Design fp32_addsub_pipe, sky130hd; sources not shown.
**Run 1: signal wires on met1**

Drawn at 2 px/µm. Supply wires on this layer in gray.
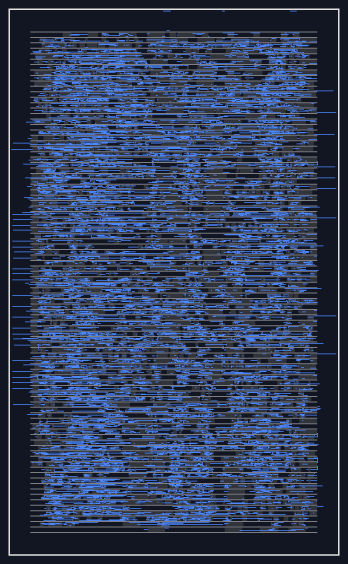
longest straight run = 47.4 µm
nets with wire on the layer = 2592
wire length on this layer = 22.6 mm
Detailed Route WL: 72.0 mm
met1 Track Usage GR: 27.7%
vias: 18700

**Run 1: M2 wires**

Drawn at 2 px/µm.
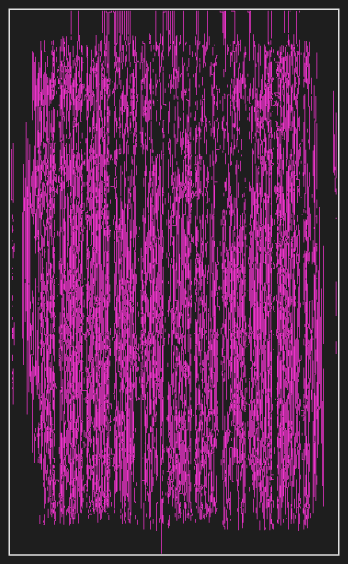
wire length on this layer = 38.7 mm
longest straight run = 116 µm
met2 usage: 59.6%

**Run 1: the metal 3 layer**

Drawn at 3 px/µm.
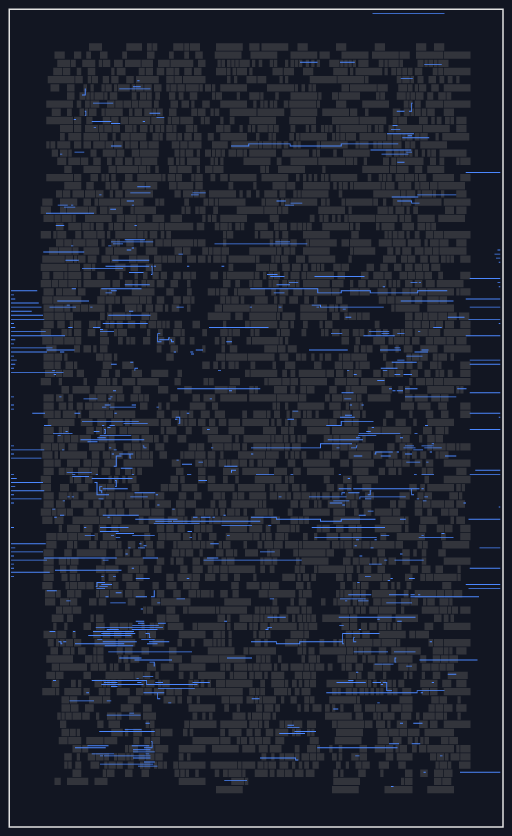
main direction = horizontal
nets with wire on the layer = 322
wire length on this layer = 2900 µm
longest straight run = 32.4 µm
Global Route met3 Usage: 4.35%

==> README.md, run 1 <==
| Quantity | This run |
|---|---|
| Vias in the first global route | 18800 |
| Weighted congestion at the end of routability-driven global placement | 1.06 |
| Run status | complete, but fails checks |
| Setup TNS | -153 ps |
| Total placed instance area | 0.0206 mm² |
| Clk_skew | 9.02 ps |
| First-pass GRT wire length | 107 mm |
| Launching element type of the critical path | primary input |
| Portion of the clock cycle consumed by the worst path in the final layout | 102% |
| Max Clock Freq | 161 MHz |
| Post-Synthesis Mean Instance Area | 7.49 µm² |
| Worst relative slew slack | 44.3% |
| Max H-tree Level | 4 |
| Initial antenna violation count | 0 |
| TritonCTS clock tree | built |
| Row count | 92 |
| Total congestion overflow | 0 |
| Initial core utilization | 43.5% |
| Slack of the worst reg-to-reg path | -40 ps |
| Antenna diode count | 0 |
| Setup violators final | 2 |
| Critical-path maximum fanout | 9 |
| Final Hold Violating Endpoints | 0 |
| Count of state elements after synthesis | 157 |
| Final worst setup slack | -117 ps |
| Yosys stat chip area | 0.0156 mm² |
| Max Cap Viol | 0 |
| Number of flip-flops in the largest register | 65 |
| Count of boundary I/O pins | 115 |
| Seq share, synth | 25.2% |
| Failing checks | negative setup slack |
| Overall die width | 164 µm |
| Leak | 10.0 nW |
| Vias per cell | 6.02 |
run 1: worst max-delay path: cells and delay by family:
kind | cells | cell delay [ps]
AND-OR/OR-AND | 17 | 3070
buffers and inverters | 8 | 1200
multiplexers | 1 | 170
adder cells (fa/ha/maj) | 2 | 410
AND/OR/NAND/NOR | 7 | 1040
run 1: per-layer routing:
metal  track usage, %  vias up  share of wire (%)
li1                 -     8695                  -
met1             27.7     8875                 31
met2             59.6      730                 54
met3             4.35      351                4.0
met4             26.8        0                 11
met5                0        -                  0
run 1: placed cells by master (no fill, tap or decap), types with 22 or more instances in the layout:
master	instances
a211oi_1	24
a211oi_2	22
a21o_1	22
a21oi_1	127
buf_4	498
clkdlybuf4s50_1	97
dfrtp_1	157
ha_1	76
inv_1	87
mux2i_1	35
nand2_1	295
nand3_1	37
nand4_1	37
nor2_1	178
nor3_1	43
nor4_1	22
o21ai_0	143
o21ai_1	29
xnor2_1	36
xor2_1	25
run 1: power breakdown:
part	total, mW	internal, mW	switching [mW]
registers	1.68	1.40	0.282
logic	7.45	3.25	4.19
clock network	1.08	0.551	0.525
run 1: repair_timing:
action                                  CTS  global route
endpoints found under the setup margin   56            54
hold endpoints to repair                  0             0
cloned                                    5             4
pin swaps                                39            56
buffers inserted                         51            25
resized                                 143           201
run 1: stage by stage:
stage	cells	power, mW	worst slack (ps)	utilization (%)
2_1_floorplan	2086	5.24	-521	-
3_3_place_gp	2983	7.99	-1120	57.4
3_5_place_dp	2986	8.09	-1100	57.5
4_1_cts	3072	9.61	-132	61.9
5_1_grt	3097	10.8	-341	64.5
6_report	3097	10.2	-117	64.5
run 1: cell families after synthesis:
| kind of cell | Yosys count | synth area share (%) |
|---|---|---|
| and+or+nand+nor | 793 | 24.2 |
| DFF | 157 | 25.2 |
| AOI/OAI and AO/OA | 667 | 28.7 |
| buffers and inverters | 253 | 6.71 |
| muxes | 62 | 4.27 |
| xor gates and xnor gates | 62 | 3.48 |
| adders and majority gates | 92 | 7.47 |
run 1: area by class of cell:
cell class / instances / area (µm²)
inverter: 97 / 377
clock buffer: 17 / 425
sequential: 157 / 3930
tap: 470 / 588
timing repair inverter: 2 / 15.0
fill: 3263 / 12800
clock inverter: 15 / 175
multi-input combinational: 1676 / 11900
timing repair buffer: 663 / 5690
**Run 1: metal 4**

Drawn at 2 px/µm. Supply wires on this layer in gray.
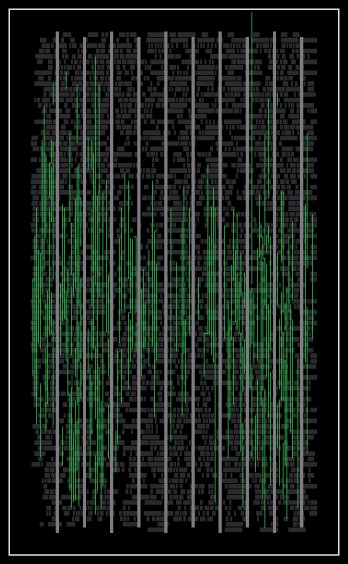

## Run 2: what changed since run 1
--- a/config.mk
+++ b/config.mk
@@ -7,7 +7,6 @@
 export LEC_CHECK = 0
 export ABC_CLOCK_PERIOD_IN_PS = 6100
 export CAP_MARGIN = 40
-export CORE_ASPECT_RATIO = 1.75
 export CORE_MARGIN = 10
 export CORE_UTILIZATION = 43
 export DETAILED_ROUTE_END_ITERATION = 6
**Run 2: metal 4**

Drawn at 2 px/µm. Supply wires on this layer in gray.
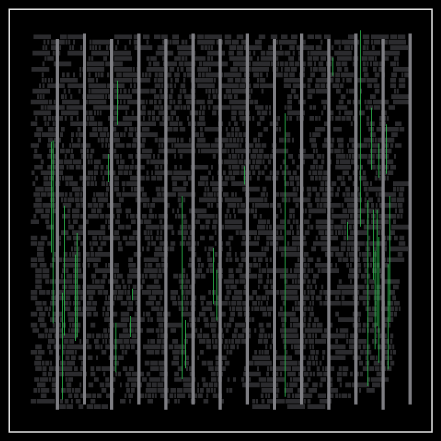
share of all routed wire = 2.3%
wire length on this layer = 1350 µm
main direction = vertical
longest straight run = 141 µm
nets with wire on the layer = 28
vias: 17300
Detailed Route WL: 58.7 mm

**Run 2: routing congestion**

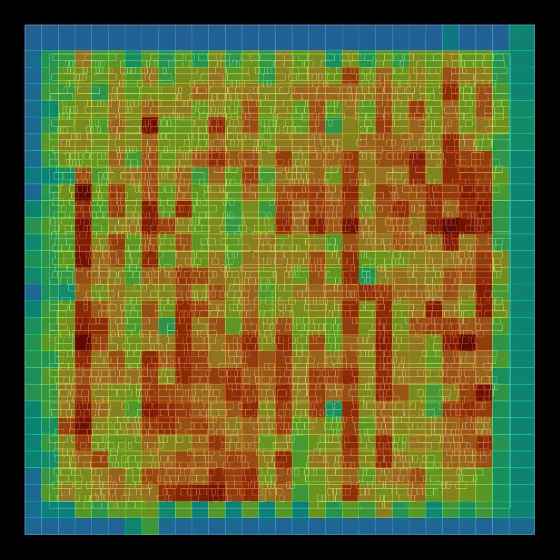
met2 usage: 39.5%
highest-utilization routing layer at the global route stage: met2
fraction of the core area covered by cells at the end of the flow: 59.7%
overall global routing resource usage: 25.4%

==> README.md, run 2 <==
| Quantity | This run | Delta |
|---|---|---|
| Most common cell after layout, fill and taps aside | buf_4 |  |
| Fraction of the mapped netlist area in simple logic gates | 24.2% | unchanged |
| Final worst setup slack | -9.18 ps | +108 ps |
| Setup violators final | 2 | unchanged |
| Run status | complete, but fails checks |  |
| Vias in the first global route | 16500 | -12% |
| Count of boundary I/O pins | 115 | unchanged |
| Total congestion overflow | 0 | unchanged |
| Max Clock Freq | 164 MHz | +1.8% |
| TritonCTS clock tree | built |  |
| Weighted congestion at the end of routability-driven global placement | 0.966 | -8.7% |
| Max Cap Viol | 0 | unchanged |
| Synthesized-area fraction occupied by xor and xnor cells | 3.48% | unchanged |
| Failing checks | negative setup slack |  |
| Vias per cell | 5.94 | -1.3% |
| Launching element type of the critical path | register |  |
| Max H-tree Level | 4 | unchanged |
| Max Used Layer | met4 |  |
| Leak | 9.08 nW | -9.2% |
| Initial antenna violation count | 0 | unchanged |
| Seq share, synth | 25.2% | unchanged |
| Worst relative slew slack | 45.2% | +0.97 points |
| Initial core utilization | 43.7% | +0.21 points |
| Count of state elements after synthesis | 157 | unchanged |
| M1 wire length | 27.0 mm | +19% |
| First-pass GRT wire length | 91.5 mm | -14% |
| Overall die width | 211 µm | +28% |
| Total placed instance area | 0.0195 mm² | -5.5% |
| Antenna diode count | 0 | unchanged |
| Number of flip-flops in the largest register | 65 | unchanged |
**Run 2: signal wires on met1**

Drawn at 2 px/µm. Supply wires on this layer in gray.
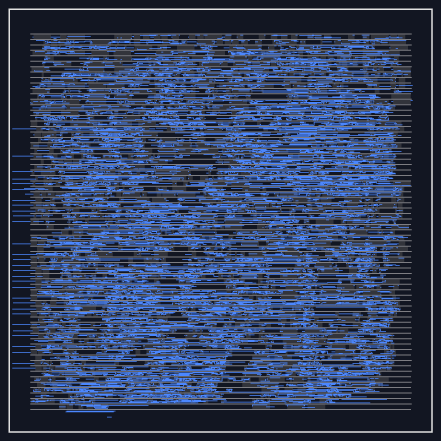
main direction = horizontal
nets with wire on the layer = 2430
wire length on this layer = 27.0 mm
share of all routed wire = 46%
met1 Track Usage GR: 35.3%

run 2: netlist changes by cell type in the layout (fill, tap and decap cells not counted), sizes merged:
cell,delta
inv,+2
dlymetal6s2s,+8
clkinv,-2
clkbuf,-3
clkdlybuf4s15,-2
buf,-183
dlygate4sd3,+1
clkinvlp,+3
run 2: report_power, final:
group / switching, mW / leakage [nW] / internal [mW]
sequential: 0.274 / 1.94 / 1.40
clock: 0.517 / 0.286 / 0.550
combinational: 3.68 / 6.85 / 2.60
run 2: layer usage:
| metal | track usage [%] | up-vias |
|---|---|---|
| met3 | 4.63 | 67 |
| met2 | 39.5 | 682 |
| met4 | 6.87 | 0 |
| met1 | 35.3 | 8240 |
| met5 | 0 | - |
| li1 | - | 8312 |
run 2: cell type report:
type / count / area [µm²] / area share, %
inverter: 97 / 392 / 1.83
clock buffer: 17 / 425 / 1.99
tap: 461 / 577 / 2.70
sequential: 157 / 3930 / 18.4
timing repair inverter: 5 / 41.3 / 0.193
timing repair buffer: 484 / 4230 / 19.8
clock inverter: 15 / 168 / 0.785
multi-input combinational: 1676 / 11600 / 54.3
run 2: logic make-up after synthesis:
logic type | Yosys count
compound gates | 667
xor+xnor | 62
fa+ha+maj | 92
buf+inv | 253
flops | 157
mux | 62
simple gates | 793
run 2: repair_timing:
action | CTS | global route
setup buffers | 16 | 19
setup endpoints to repair | 38 | 54
hold buffers | 1 | 0
pin swaps | 29 | 64
gates cloned | 2 | 9
endpoints found under the hold margin | 15 | 0
gates resized | 54 | 181
run 2: per-stage QoR:
step	std cells	utilization, %	power [mW]	TNS, ps
floorplan	2086	-	5.24	-3030
global placement	2832	54.4	7.19	-13230
detailed placement	2835	54.5	7.25	-16190
CTS	2886	57.1	8.52	-45.3
global route	2912	59.7	9.64	-4670
finish	2912	59.7	9.03	-13.6
run 2: worst max-delay path: cells and delay by family (launching register included):
family,cells,cell delay (ps)
AND/OR/NAND/NOR,16,3060
AND-OR/OR-AND,7,1470
buffers and inverters,4,410
flip-flops,1,380
adder cells (fa/ha/maj),2,320
multiplexers,1,200
XOR/XNOR,1,170
Power and IR drop assume default switching activity.
